==> config.mk <==
export PLATFORM = sky130hd
export DESIGN_NAME = uart_rx_flat
export DESIGN_NICKNAME = d
export VERILOG_FILES = /design/src/rtl/uart_rx_if.sv /design/src/rtl/uart_rx.sv /design/src/flat_wrapper.sv
export SDC_FILE = /design/constraint.sdc
export NUM_CORES = 1
export LEC_CHECK = 0
export CAP_MARGIN = 25
export CORE_MARGIN = 2
export CORE_UTILIZATION = 45
export DETAILED_ROUTE_END_ITERATION = 8
export HOLD_SLACK_MARGIN = 0.12
export PLACE_DENSITY = 0.73
export SETUP_SLACK_MARGIN = 0.3
export SYNTH_ARGS = -nofsm -noshare
export SYNTH_HDL_FRONTEND = slang
export SYNTH_SLANG_ARGS = --single-unit
==> constraint.sdc <==
create_clock -name clk -period 2.6 [get_ports clk]
set_clock_uncertainty 0.2 [all_clocks]
set_input_delay 0.52 -clock clk [delete_from_list [all_inputs] [get_ports clk]]
set_output_delay 0.52 -clock clk [all_outputs]
set_load 0.05 [all_outputs]
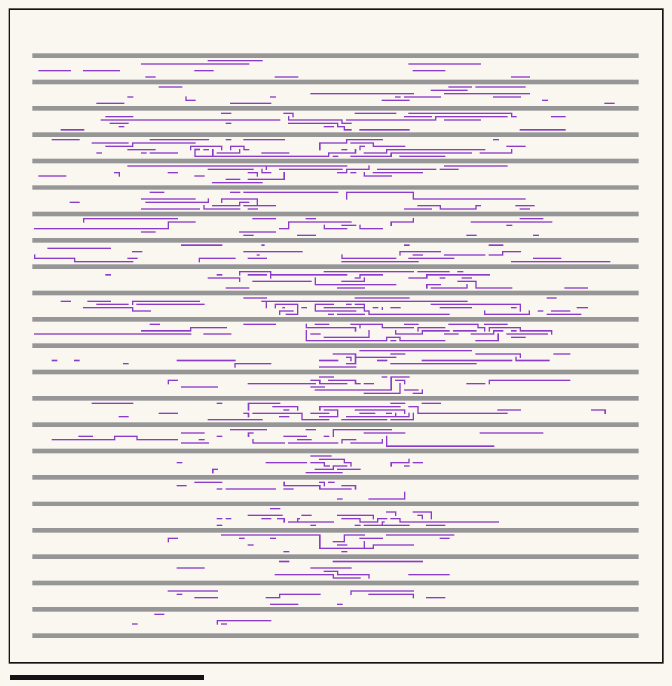
layer_met1.png
Bar = 20 um. Supply wires on this layer in gray.
The layer holds 45% of the routed length. The longest straight run is 22.5 um. The layer carries 1410 um of wire. 163 nets have wire on it.
total number of vias: 1207
met1 GRT Util: 19.8%
drt total wl: 3110 um

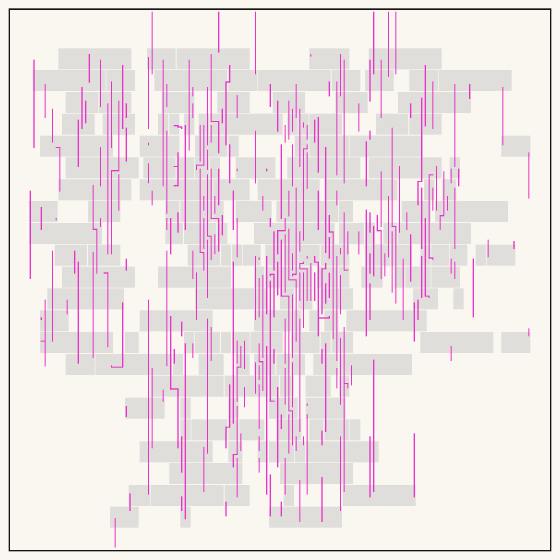
layer_met2.png
The longest straight run is 24.1 um. The layer holds 49% of the routed length.
met2 usage: 25.2%

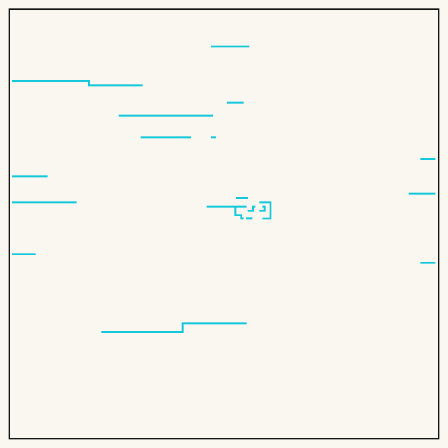
layer_met3.png
The longest straight run is 14.5 um. The wires run mostly horizontal. The layer holds 3.9% of the routed length. 14 nets have wire on it. The layer carries 122 um of wire.
grt met3 use: 5.17%

==> out/qor.txt <==
Cell family with most CP delay: buffers and inverters
RSZ-0062 raised after global routing: false
Max-area cell share: 48.6%
Max incr delay on CP: 0.81 ns
Hold path depth: 0
Peak supply drop: 411 uV
Cycle use final: 83.7%
Post-Syn Area: 1800 um2
Pre-CTS setup slack: 0.301 ns
# diodes: 0
Number of flops mapped to enable cells by yosys: 0
Pwr dens: 481 nW/um2
Placed Cells incl. Taps: 214
Die height: 67.3 um
Worst setup SP type: flop
Synth top cell by count: dfrtp_1
Biggest area cells: dfrtp_1, mux2_2, nor2_1
Fin crit period: 2.18 ns
Yosys chip area: 1800 um2
Pre-Place Util: 48.1%
Crit-path max FO: 2
Status: completed
CP Depth: 1
Leak: 0.912 nW
H-tree depth: 2
Reg2Reg Depth: 4
[power by group]
part / internal (W) / total, W / switching, W
Sequential: 0.000578 / 0.000582 / 0.00000378
Combinational: 0.00000417 / 0.0000152 / 0.0000111
Clock: 0.000214 / 0.000415 / 0.000200
Total: 0.000797 / 0.00101 / 0.000215
[through the flow]
step                hold WS, ns  total power [W]  area (um2)
floorplan                0.0244         0.000593        1800
global placement          0.148         0.000609        1980
detailed placement        0.151         0.000609        1980
CTS                       0.161          0.00103        2080
global route              0.168          0.00105        2100
finish                    0.159          0.00101        2100
[kinds of logic after synthesis]
group                    share of synthesized area [%]
AND/OR/NAND/NOR                                   22.1
flip-flops                                        51.5
multiplexers                                      11.9
buffers and inverters                             3.19
AND-OR/OR-AND                                     4.10
XOR/XNOR                                          3.89
adder cells (fa/ha/maj)                           3.33
[cells in the final DEF (no fill, tap or decap), types with 3 or more instances in the layout]
master and n:
clkbuf_8 6, inv_1 7, nor2_1 18, nand2_1 13, nor3_1 3, a21oi_1 3, xnor2_1 6, mux2_2 19
clkdlybuf4s50_1 13, nor2b_1 3, dfrtp_1 35, nand3_1 9, ha_1 3
[metal layers]
metal | vias to the layer above | track usage, % | share of wire [%]
li1 | 574 | - | -
met4 | 0 | 6.12 | 1.7
met1 | 600 | 19.8 | 45
met5 | - | 0 | 0
met3 | 8 | 5.17 | 3.9
met2 | 25 | 25.2 | 49
[area by class of cell]
cell class	count	area [um2]	area share [%]
timing repair buffer	15	145	6.90
clock inverter	2	13.8	0.654
clock buffer	6	82.6	3.92
multi-input combinational	107	848	40.3
tap	48	60.1	2.85
sequential	37	928	44.1
inverter	7	26.3	1.25
Power figures rest on the tool's default switching activity, not on a simulated workload.
